### Placement by cell class, run 1

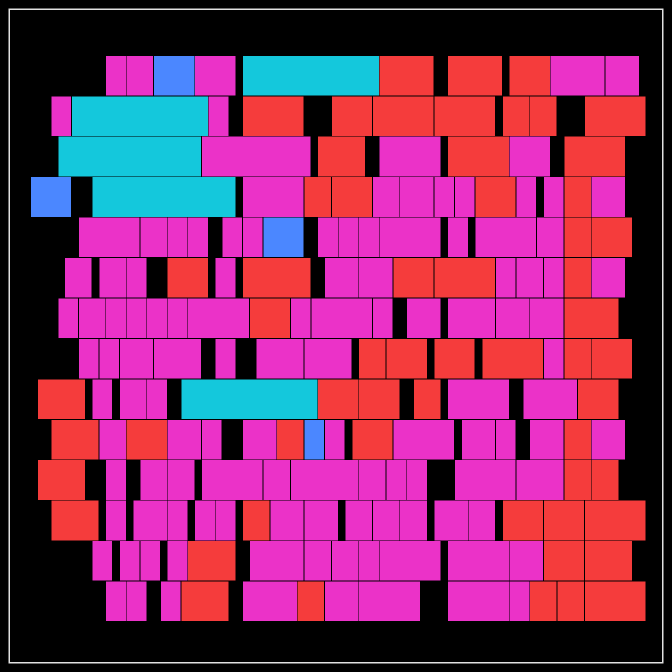
### Wires at chosen ports, followed through buffers, run 1

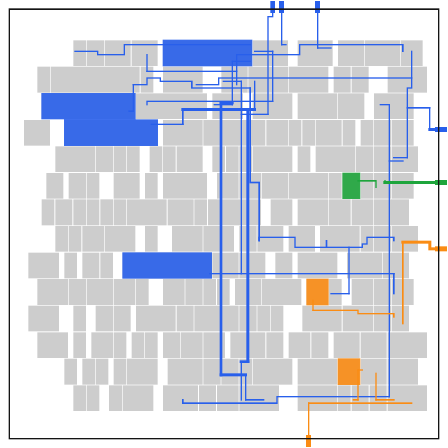
### Logic cells by family, run 1

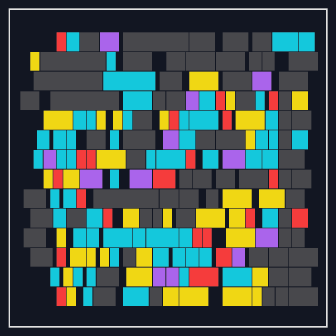
[config.mk]
export PLATFORM = sky130hd
export DESIGN_NAME = mc_main_control
export DESIGN_NICKNAME = d
export VERILOG_FILES = /design/src/rtl/mips_ctrl_pkg.sv /design/src/rtl/mc_ctrl_decode.sv /design/src/rtl/mc_main_control.sv
export SDC_FILE = /design/constraint.sdc
export NUM_CORES = 1
export LEC_CHECK = 0
export ABC_AREA = 1
export ABC_CLOCK_PERIOD_IN_PS = 1500
export CAP_MARGIN = 5
export CORE_UTILIZATION = 41
export CTS_CLUSTER_SIZE = 16
export DETAILED_ROUTE_END_ITERATION = 8
export GPL_TIMING_DRIVEN = 0
export HOLD_SLACK_MARGIN = 0.08
export PLACE_DENSITY = 0.8
export SYNTH_ARGS = -nofsm -noshare
export SYNTH_HDL_FRONTEND = slang
export SYNTH_SLANG_ARGS = --single-unit
[constraint.sdc]
create_clock -name clk -period 1.5 [get_ports clk]
set_clock_uncertainty 0.1 [all_clocks]
set_input_delay 0.3 -clock clk [delete_from_list [all_inputs] [get_ports clk]]
set_output_delay 0.3 -clock clk [all_outputs]
set_load 0.01 [all_outputs]
[src/rtl/mips_ctrl_pkg.sv]
// Shared definitions for the multicycle MIPS main control: opcodes,
// ALUOP encodings seen by the ALU control decoder, FSM states and the
// combinational control bundle.
package mips_ctrl_pkg;

   localparam logic [5:0] OP_RTYPE = 6'd0;
   localparam logic [5:0] OP_LW    = 6'd35;
   localparam logic [5:0] OP_SW    = 6'd43;
   localparam logic [5:0] OP_BEQ   = 6'd4;
   localparam logic [5:0] OP_BNE   = 6'd5;
   localparam logic [5:0] OP_ADDI  = 6'd8;
   localparam logic [5:0] OP_ANDI  = 6'd12;
   localparam logic [5:0] OP_ORI   = 6'd13;
   localparam logic [5:0] OP_J     = 6'd2;

   localparam logic [2:0] ALUOP_ADD   = 3'b000;
   localparam logic [2:0] ALUOP_BEQ   = 3'b001;
   localparam logic [2:0] ALUOP_BNE   = 3'b111;
   localparam logic [2:0] ALUOP_AND   = 3'b011;
   localparam logic [2:0] ALUOP_OR    = 3'b100;
   localparam logic [2:0] ALUOP_RTYPE = 3'b010;

   typedef enum logic [3:0] {
      S_FETCH    = 4'd0,
      S_DECODE   = 4'd1,
      S_MEMADR   = 4'd2,
      S_MEMRD    = 4'd3,
      S_MEMWB    = 4'd4,
      S_MEMWR    = 4'd5,
      S_RTYPE_EX = 4'd6,
      S_RTYPE_WB = 4'd7,
      S_BRANCH   = 4'd8,
      S_JUMP     = 4'd9,
      S_IMM_EX   = 4'd10,
      S_IMM_WB   = 4'd11
   } state_t;

   typedef struct packed {
      logic       pc_write;
      logic       pc_write_cond;
      logic       i_or_d;
      logic       mem_read;
      logic       mem_write;
      logic       mem_to_reg;
      logic       ir_write;
      logic       reg_write;
      logic       reg_dst;
      logic       alu_src_a;
      logic       zext;
      logic [1:0] alu_src_b;
      logic [1:0] pc_source;
      logic [2:0] alu_op;
      logic       instr_done;
   } ctrl_t;

   // True for every opcode the FSM knows how to sequence.
   function automatic logic op_is_legal(input logic [5:0] op);
      return (op == OP_RTYPE) || (op == OP_LW)   || (op == OP_SW)   ||
             (op == OP_BEQ)   || (op == OP_BNE)  || (op == OP_ADDI) ||
             (op == OP_ANDI)  || (op == OP_ORI)  || (op == OP_J);
   endfunction

endpackage

[src/rtl/mc_ctrl_decode.sv]
// Pure combinational map from {state, opcode, mem_ready} to the datapath
// control bundle (Moore outputs, plus the mem_ready-qualified strobes).
module mc_ctrl_decode
   import mips_ctrl_pkg::*;
(
   input  state_t      state_i,
   input  logic [5:0]  opcode,
   input  logic        mem_ready,
   output ctrl_t       ctrl
);

   logic is_logic_imm;
   assign is_logic_imm = (opcode == OP_ANDI) || (opcode == OP_ORI);

   // Per-state output decode; anything not set for a state stays 0.
   always_comb begin
      ctrl = '0;
      unique case (state_i)
         S_FETCH: begin
            ctrl.mem_read  = 1'b1;
            ctrl.alu_src_b = 2'b01;
            ctrl.alu_op    = ALUOP_ADD;
            ctrl.ir_write  = mem_ready;
            ctrl.pc_write  = mem_ready;
         end
         S_DECODE: begin
            ctrl.alu_src_b = 2'b11;
            ctrl.alu_op    = ALUOP_ADD;
         end
         S_MEMADR: begin
            ctrl.alu_src_a = 1'b1;
            ctrl.alu_src_b = 2'b10;
            ctrl.alu_op    = ALUOP_ADD;
         end
         S_MEMRD: begin
            ctrl.mem_read = 1'b1;
            ctrl.i_or_d   = 1'b1;
         end
         S_MEMWB: begin
            ctrl.reg_write  = 1'b1;
            ctrl.mem_to_reg = 1'b1;
            ctrl.instr_done = 1'b1;
         end
         S_MEMWR: begin
            ctrl.mem_write  = 1'b1;
            ctrl.i_or_d     = 1'b1;
            ctrl.instr_done = mem_ready;
         end
         S_RTYPE_EX: begin
            ctrl.alu_src_a = 1'b1;
            ctrl.alu_op    = ALUOP_RTYPE;
         end
         S_RTYPE_WB: begin
            ctrl.reg_write  = 1'b1;
            ctrl.reg_dst    = 1'b1;
            ctrl.instr_done = 1'b1;
         end
         S_BRANCH: begin
            ctrl.alu_src_a     = 1'b1;
            ctrl.pc_write_cond = 1'b1;
            ctrl.pc_source     = 2'b01;
            ctrl.instr_done    = 1'b1;
            ctrl.alu_op        = (opcode == OP_BNE) ? ALUOP_BNE : ALUOP_BEQ;
         end
         S_JUMP: begin
            ctrl.pc_write   = 1'b1;
            ctrl.pc_source  = 2'b10;
            ctrl.instr_done = 1'b1;
         end
         S_IMM_EX: begin
            ctrl.alu_src_a = 1'b1;
            ctrl.alu_src_b = 2'b10;
            ctrl.zext      = is_logic_imm;
            if (opcode == OP_ANDI)     ctrl.alu_op = ALUOP_AND;
            else if (opcode == OP_ORI) ctrl.alu_op = ALUOP_OR;
            else                       ctrl.alu_op = ALUOP_ADD;
         end
         S_IMM_WB: begin
            // zext stays up so the write-back sees the same immediate extension
            ctrl.reg_write  = 1'b1;
            ctrl.instr_done = 1'b1;
            ctrl.zext       = is_logic_imm;
         end
         default: ctrl = '0;
      endcase
   end

endmodule

[src/rtl/mc_main_control.sv]
// Multicycle MIPS main control: state register, next-state logic and the
// illegal-opcode pulse; output decode lives in mc_ctrl_decode.
module mc_main_control
   import mips_ctrl_pkg::*;
(
   input  logic       clk,
   input  logic       rst,
   input  logic [5:0] opcode,
   input  logic       mem_ready,
   output logic       PCWrite,
   output logic       PCWriteCond,
   output logic       IorD,
   output logic       MemRead,
   output logic       MemWrite,
   output logic       MemtoReg,
   output logic       IRWrite,
   output logic       RegWrite,
   output logic       RegDst,
   output logic       ALUSrcA,
   output logic       zext,
   output logic [1:0] ALUSrcB,
   output logic [1:0] PCSource,
   output logic [2:0] ALUOP,
   output logic [3:0] state_o,
   output logic       instr_done,
   output logic       illegal_op
);

   state_t state_q, state_d;
   logic   illegal_op_q, illegal_op_d;
   ctrl_t  ctrl_raw, ctrl;

   // State and illegal-opcode flops, cleared asynchronously.
   always_ff @(posedge clk or posedge rst) begin
      if (rst) begin
         state_q      <= S_FETCH;
         illegal_op_q <= 1'b0;
      end else begin
         state_q      <= state_d;
         illegal_op_q <= illegal_op_d;
      end
   end

   // Next-state sequencing; mem_ready only matters in the memory-wait states.
   always_comb begin
      state_d      = state_q;
      illegal_op_d = 1'b0;
      unique case (state_q)
         S_FETCH:  if (mem_ready) state_d = S_DECODE;
         S_DECODE: begin
            if ((opcode == OP_LW) || (opcode == OP_SW))        state_d = S_MEMADR;
            else if (opcode == OP_RTYPE)                       state_d = S_RTYPE_EX;
            else if ((opcode == OP_BEQ) || (opcode == OP_BNE)) state_d = S_BRANCH;
            else if (opcode == OP_J)                           state_d = S_JUMP;
            else if ((opcode == OP_ADDI) || (opcode == OP_ANDI) ||
                     (opcode == OP_ORI))                       state_d = S_IMM_EX;
            else                                               state_d = S_FETCH;
            illegal_op_d = !op_is_legal(opcode);
         end
         S_MEMADR: begin
            if (opcode == OP_LW)      state_d = S_MEMRD;
            else if (opcode == OP_SW) state_d = S_MEMWR;
            else                      state_d = S_FETCH;
         end
         S_MEMRD:    if (mem_ready) state_d = S_MEMWB;
         S_MEMWR:    if (mem_ready) state_d = S_FETCH;
         S_RTYPE_EX: state_d = S_RTYPE_WB;
         S_IMM_EX:   state_d = S_IMM_WB;
         default:    state_d = S_FETCH;
      endcase
   end

   mc_ctrl_decode u_decode (
      .state_i   (state_q),
      .opcode    (opcode),
      .mem_ready (mem_ready),
      .ctrl      (ctrl_raw)
   );

   // Reset forces every strobe low immediately, even though FETCH would drive MemRead.
   always_comb begin
      ctrl = rst ? '0 : ctrl_raw;
   end

   assign PCWrite     = ctrl.pc_write;
   assign PCWriteCond = ctrl.pc_write_cond;
   assign IorD        = ctrl.i_or_d;
   assign MemRead     = ctrl.mem_read;
   assign MemWrite    = ctrl.mem_write;
   assign MemtoReg    = ctrl.mem_to_reg;
   assign IRWrite     = ctrl.ir_write;
   assign RegWrite    = ctrl.reg_write;
   assign RegDst      = ctrl.reg_dst;
   assign ALUSrcA     = ctrl.alu_src_a;
   assign zext        = ctrl.zext;
   assign ALUSrcB     = ctrl.alu_src_b;
   assign PCSource    = ctrl.pc_source;
   assign ALUOP       = ctrl.alu_op;
   assign instr_done  = ctrl.instr_done;
   assign state_o     = state_q;
   assign illegal_op  = illegal_op_q;

endmodule

==> results.sh, run 1 <==
# implementation run metrics
export IMPL_highest_layer="met4"
export IMPL_final_layout_top_logic_cells="nand2_1 (20), buf_4 (18), buf_2 (16)"
export IMPL_setup_viol=22
export IMPL_inv_count=21
export IMPL_clockBufferDepth=2
export IMPL_flop_count=5
export IMPL_grtUsageMet1=0.362
export IMPL_fin_ws_ps=-495
export IMPL_fin_crit_ps=1990
export IMPL_die_area_mm2=0.00192
export IMPL_yosysChipArea_um2=718
export IMPL_antennaDiodeCount=0
export IMPL_cts_root_buf="clkbuf_4"
export IMPL_use_met2=0.507
export IMPL_failed_checks="design-rule violations, negative setup slack"
export IMPL_dp_hpwl_um=1650
export IMPL_insertion_delay_ps=250
export IMPL_drt_wl_total_um=3330
export IMPL_tightest_slew_ps=404
export IMPL_syn_area_per_cell_um2=5.66
export IMPL_comb_share=0.464
export IMPL_switchingPower_uw=609
export IMPL_via_per_inst=5.67
export IMPL_largest_class="logic gates"
export IMPL_clk_power_uw=163
export IMPL_period_used=1.33
export IMPL_drive_gt1_frac=0.545
export IMPL_port_buffers=32
export IMPL_cts_buffers=3
export IMPL_max_stage_delay_ps=470
export IMPL_hold_class="in -> async"
export IMPL_regArea_um2=128
export IMPL_outcome="finished, violations left"
export IMPL_yosysSeqAreaShare=0.174
export IMPL_relSlewSlack=0.731
export IMPL_clk_pin_slew_worst_paths_ps=50
export IMPL_n_clock_buffer=4
export IMPL_cts_htree_levels=1
export IMPL_intPower_uw=642
export IMPL_maxCapViolCount=0
export IMPL_critPathBufInv=3
export IMPL_ys_seq_elements=5
export IMPL_yosys_warnings=0
export IMPL_grt_pass1_vias=989
export IMPL_vias=1152
export IMPL_synth_area_um2=718
export IMPL_initCoreUtil=0.456
export IMPL_crit_required_ps=1100
export IMPL_warning_count=29
export IMPL_grt_max_degree=11
export IMPL_gr_total_overflow=0
export IMPL_num_multi_input_gates=99
export IMPL_fp_nets=136
export IMPL_ys_types=22
export IMPL_drc_errors=2
export IMPL_max_freq_mhz=501
export IMPL_pwr_share_seq=0.172
export IMPL_cp_common_cell="nand2_4"
export IMPL_first_pass_iters=9
export IMPL_power_leader="combinational cells"
export IMPL_hold_viol_final=0
export IMPL_p_leak_nw=0.778
export IMPL_place_inst=175
export IMPL_pg_seq_uw=216
export IMPL_grt_pass1_wl_um=4290
export IMPL_endpoint_kind="output port"
export IMPL_placementRows=14
export IMPL_yosys_cells=127
export IMPL_pre_cts_slack_ps=-933
export IMPL_slowest_stage="dfrtp_1"
export IMPL_wl_per_cell_um=16.4
export IMPL_clockPowerShare=0.130
export IMPL_layout_buffer_nonclock_area_share=0.335
export IMPL_buffers=58
export IMPL_drt_antenna_violating_nets=0
export IMPL_place_gp_congestion=0.870
export IMPL_first_iter_violations=57
export IMPL_tap_cells=16
export IMPL_path_max_fanout=4
export IMPL_pg_comb_uw=872
Back to the opening pictures, 'Placement by cell class':
| color | class | cells | share of their area |
|---|---|---|---|
| magenta | all other logic | 120 | 54% |
| red | other buffers and delay cells | 58 | 34% |
| cyan | flops | 5 | 9.6% |
| blue | clock drivers and dummy loads | 4 | 2.0% |

Back to the opening pictures, 'Wires at chosen ports, followed through buffers':
| color | port | bits | direction | end cells | buffers | wire |
|---|---|---|---|---|---|---|
| blue | state_o | 4 | output | 4 | 8 | 379 um |
| green | instr_done | 1 | output | 1 | 1 | 8.00 um |
| orange | PCSource | 2 | output | 2 | 3 | 44.8 um |

Back to the opening pictures, 'Logic cells by family':
| color | family | cells | most used |
|---|---|---|---|
| yellow | NOR gates | 33 | nor2_1 |
| red | inverters | 21 | inv_1 |
| cyan | NAND gates | 54 | nand2_1 |
| purple | inverting AOI/OAI gates | 12 | a21oi_1 |

-- run 1: stage by stage --
| step | power (mW) | instance area, um^2 |
|---|---|---|
| final | 1.25 | 1350 |
| after floorplan | 0.565 | 729 |
| after global routing | 1.31 | 1350 |
| after CTS | 1.06 | 1220 |
| after global placement | 0.806 | 1070 |
| after detailed placement | 0.813 | 1070 |
-- run 1: synth_stat cells --
library cell	instances	area (um^2)
dfrtp_1	5	125
nand3_1	17	85.1
inv_4	1	6.26
nand2_4	1	11.3
a21oi_1	7	35.0
o211ai_1	2	15.0
inv_2	7	26.3
clkinv_2	1	5.00
clkbuf_1	1	3.75
nand4_1	2	12.5
inv_1	12	45.0
o21ai_2	1	8.76
buf_4	1	7.51
nand2_2	5	31.3
nor2_2	3	18.8
nor2_1	23	86.3
nand2_1	28	105
nand4_2	1	12.5
nor2_4	5	56.3
o21ai_0	1	5.00
a31oi_1	1	6.26
nor3_1	2	10.0
-- run 1: timing repair --
action	in CTS	in global routing
gates resized	107	35
setup endpoints to repair	23	25
buffers inserted	20	7
pin swaps	15	21
cloned	0	0
-- run 1: worst paths after layout --
path / start / endpoint / slack [ps] / depth (start not counted)
worst max register to register: state_o[2] / state_o[2] / -130 / 9
worst max-delay path: state_o[2] / ALUSrcA / -490 / 8
worst min register to register: state_o[0] / state_o[0] / 690 / 3
max in group asynchronous: rst / state_o[1] / 980 / 2
worst min-delay path: rst / state_o[0] / 150 / 2
min in group clk: opcode[3] / state_o[1] / 520 / 4
-- run 1: kinds of logic (layout without fill, tap and decap cells) --
logic type	Yosys count	in the layout	synth area share
compound gates	12	12	0.0976
buf+inv	23	83	0.131
flops	5	5	0.174
simple gates	87	87	0.598
-- run 1: sequential cells by signal, indices dropped and copies added (netlist names) --
name and cells:
illegal_op 1, state_o 4
==> run 1 -> run 2 <==
==> constraint.sdc (replaced) <==
create_clock -name clk -period 1.5 [get_ports clk]
set_clock_uncertainty 0.1 [all_clocks]
set_input_delay 0.15 -clock clk [delete_from_list [all_inputs] [get_ports clk]]
set_output_delay 0.15 -clock clk [all_outputs]
set_load 0.01 [all_outputs]
==> run 2 against run 1 <==
  * Die size did not move
  * Non-clock buffer count rose by 5
  * Highest routed layer unchanged
  * Cell count rose by 2.5%
  * Sequential power fell by 3%
  * Combinational power rose by 38%
  * Worst setup slack improved by 180 ps
  * Utilization rose by 7.1 points
  * The run still ends with design-rule violations, negative setup slack left
  * Routed wire length rose by 17%
  * Sequential cell count did not move
  * Hold slack improved by 230 ps
  * Sequential share of layout area fell by 0.73 points
  * Clock-buffer cell count did not move
==> results.sh, run 2 <==
# implementation run metrics
export IMPL_grt_pass1_wl_um=4340
export IMPL_p_leak_nw=0.823
export IMPL_drt_wl_total_um=3900
export IMPL_hold_viol_final=0
export IMPL_maxCapViolCount=0
export IMPL_synth_cells=127
export IMPL_layout_cells_non_filler=208
export IMPL_outcome="finished, violations left"
export IMPL_max_freq_mhz=550
export IMPL_placementRows=14
export IMPL_warning_count=29
export IMPL_ys_flop_type="dfrtp_1"
export IMPL_yosys_warnings=0
export IMPL_cts_htree_levels=1
export IMPL_synth_edff_count=0
export IMPL_ys_seq_elements=5
export IMPL_setup_worst_path_start="state_o[2]"
export IMPL_final_layout_top_logic_cells="nand2_1 (20), nor2_1 (18), buf_4 (17), buf_2 (17), nand3_1 (14)"
export IMPL_criticalPathCategory="reg -> out"
export IMPL_cts_buffers=3
export IMPL_endpoint_kind="output port"
export IMPL_drive_gt1_frac=0.547
export IMPL_r2r_end="state_o[0]"
export IMPL_common_cells="nand2_1 (28), nor2_1 (23), nand3_1 (17), inv_1 (12)"
export IMPL_path_max_fanout=3
export IMPL_path_depth=8
export IMPL_vias=1219
export IMPL_die_area_mm2=0.00192
export IMPL_topCellsByArea="dfrtp_1 (17%), nand2_1 (15%), nor2_1 (12%)"
export IMPL_wl_per_cell_um=18.7
export IMPL_pre_cts_slack_ps=-608
export IMPL_period_used=1.21
export IMPL_max_stage_delay_ps=400
export IMPL_first_iter_violations=82
export IMPL_tightest_slew_ps=450
export IMPL_place_gp_congestion=0.901
export IMPL_syn_area_per_cell_um2=5.66
export IMPL_relSlewSlack=0.700
export IMPL_largest_register_ffs=4
export IMPL_stdcell_area_mm2=0.00146
export IMPL_insertion_delay_ps=240
export IMPL_worstSetupEndpoint="RegWrite"
export IMPL_yosysSeqAreaShare=0.174
export IMPL_clock_sinks=5
export IMPL_reg2reg_from="state_o[0]"
export IMPL_min_to="state_o[1]"
export IMPL_ff2ff_path_depth=11
export IMPL_fin_crit_ps=1820
export IMPL_first_pass_iters=9
export IMPL_fp_nets=136
export IMPL_initCoreUtil=0.456
export IMPL_grt_pass1_vias=1029
export IMPL_synth_async_reset_ratio=1.00
export IMPL_via_per_inst=5.86
export IMPL_failed_checks="design-rule violations, negative setup slack"
export IMPL_drc_errors=2
export IMPL_place_area_mm2=0.00106
export IMPL_dp_hpwl_um=1670
export IMPL_synth_top_area_share=0.174
export IMPL_slowest_stage="dfrtp_1"
export IMPL_layout_top_cell="nand2_1"
export IMPL_clk_pin_slew_worst_paths_ps=40
export IMPL_gr_total_overflow=0
export IMPL_start_kind="flip-flop"
export IMPL_place_inst=175
export IMPL_min_from="opcode[3]"
export IMPL_setup_viol=22
export IMPL_synth_area_um2=718
export IMPL_yosys_area_top_type="dfrtp_1"
export IMPL_rrSetupSlack_ps=-130
export IMPL_fin_ws_ps=-318
export IMPL_yosys_cells=127
export IMPL_hold_class="in -> reg"
export IMPL_ys_types=22
export IMPL_yosysChipArea_um2=718
export IMPL_total_power_mw=1.56
export IMPL_antennaDiodeCount=0
export IMPL_clockBufferDepth=2
export IMPL_critPathBufInv=4
export IMPL_crit_required_ps=1250
export IMPL_worstHoldPathCells=4
export IMPL_cts_root_buf="clkbuf_4"
export IMPL_port_buffers=32
export IMPL_grt_max_degree=11
export IMPL_drt_antenna_violating_nets=0
## run 2: netlist changes by cell type in the layout (fill, tap and decap cells not counted), moves of 2 or more
cell,change
clkdlybuf4s50_1,+6
buf_6,+3
nand2_2,-6
nor2_4,-2
nor2_2,-2
clkdlybuf4s15_1,-2
dlygate4sd2_1,-2
nor2_1,+4
nand2_4,+5
inv_4,+2
## run 2: logic make-up (layout without fill, tap and decap cells)
kind of cell | Yosys count | after routing | share of synthesized area
AND-OR/OR-AND | 12 | 12 | 0.0976
flip-flops | 5 | 5 | 0.174
AND/OR/NAND/NOR | 87 | 87 | 0.598
buffers and inverters | 23 | 88 | 0.131
## run 2: metal layers
| metal | routed length (um) | GRT usage |
|---|---|---|
| met1 | 1410 | 0.355 |
| met2 | 1750 | 0.540 |
| met3 | 538 | 0.0708 |
| met5 | 0 | 0 |
| met4 | 189 | 0.0606 |
## run 2: worst register-to-register path: cells and delay by family (launching register included)
kind	cells	cell delay, ps
flops	1	410
simple gates	7	470
buf+inv	4	530
## run 2: what timing repair did
item	CTS	global route
pin swaps	20	26
buffers inserted	19	10
setup endpoints to repair	21	22
hold buffers	1	0
resized	116	31
hold endpoints to repair	5	0
## run 2: area by class of cell
class | instances | area, um^2 | share of cell area
Multi-Input combinational cell | 99 | 673 | 0.460
Clock buffer | 4 | 26.3 | 0.0180
Timing Repair Buffer | 61 | 504 | 0.345
Sequential cell | 5 | 128 | 0.0873
Inverter | 21 | 96.3 | 0.0659
Tap cell | 16 | 20.0 | 0.0137
Buffer | 2 | 15.0 | 0.0103
## run 2: power by group
group | switching [mW] | internal, mW
Sequential | 0.0387 | 0.171
Combinational | 0.632 | 0.566
Clock | 0.0503 | 0.100
Total | 0.721 | 0.837
### Wires at chosen ports, followed through buffers, run 2

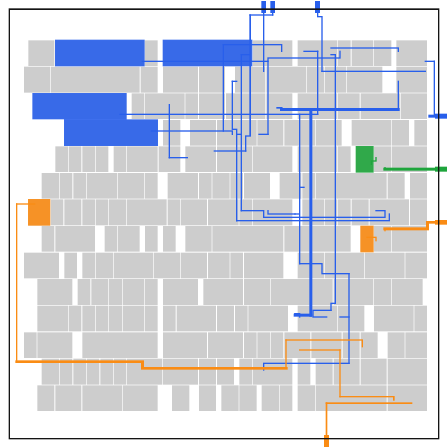
| color | port | bits | direction | end cells | buffers | wire |
|---|---|---|---|---|---|---|
| orange | PCSource | 2 | output | 2 | 3 | 91.8 um |
| blue | state_o | 4 | output | 4 | 7 | 328 um |
| green | instr_done | 1 | output | 1 | 1 | 6.60 um |

No activity file was given, so power comes from the tool's default toggle rates.
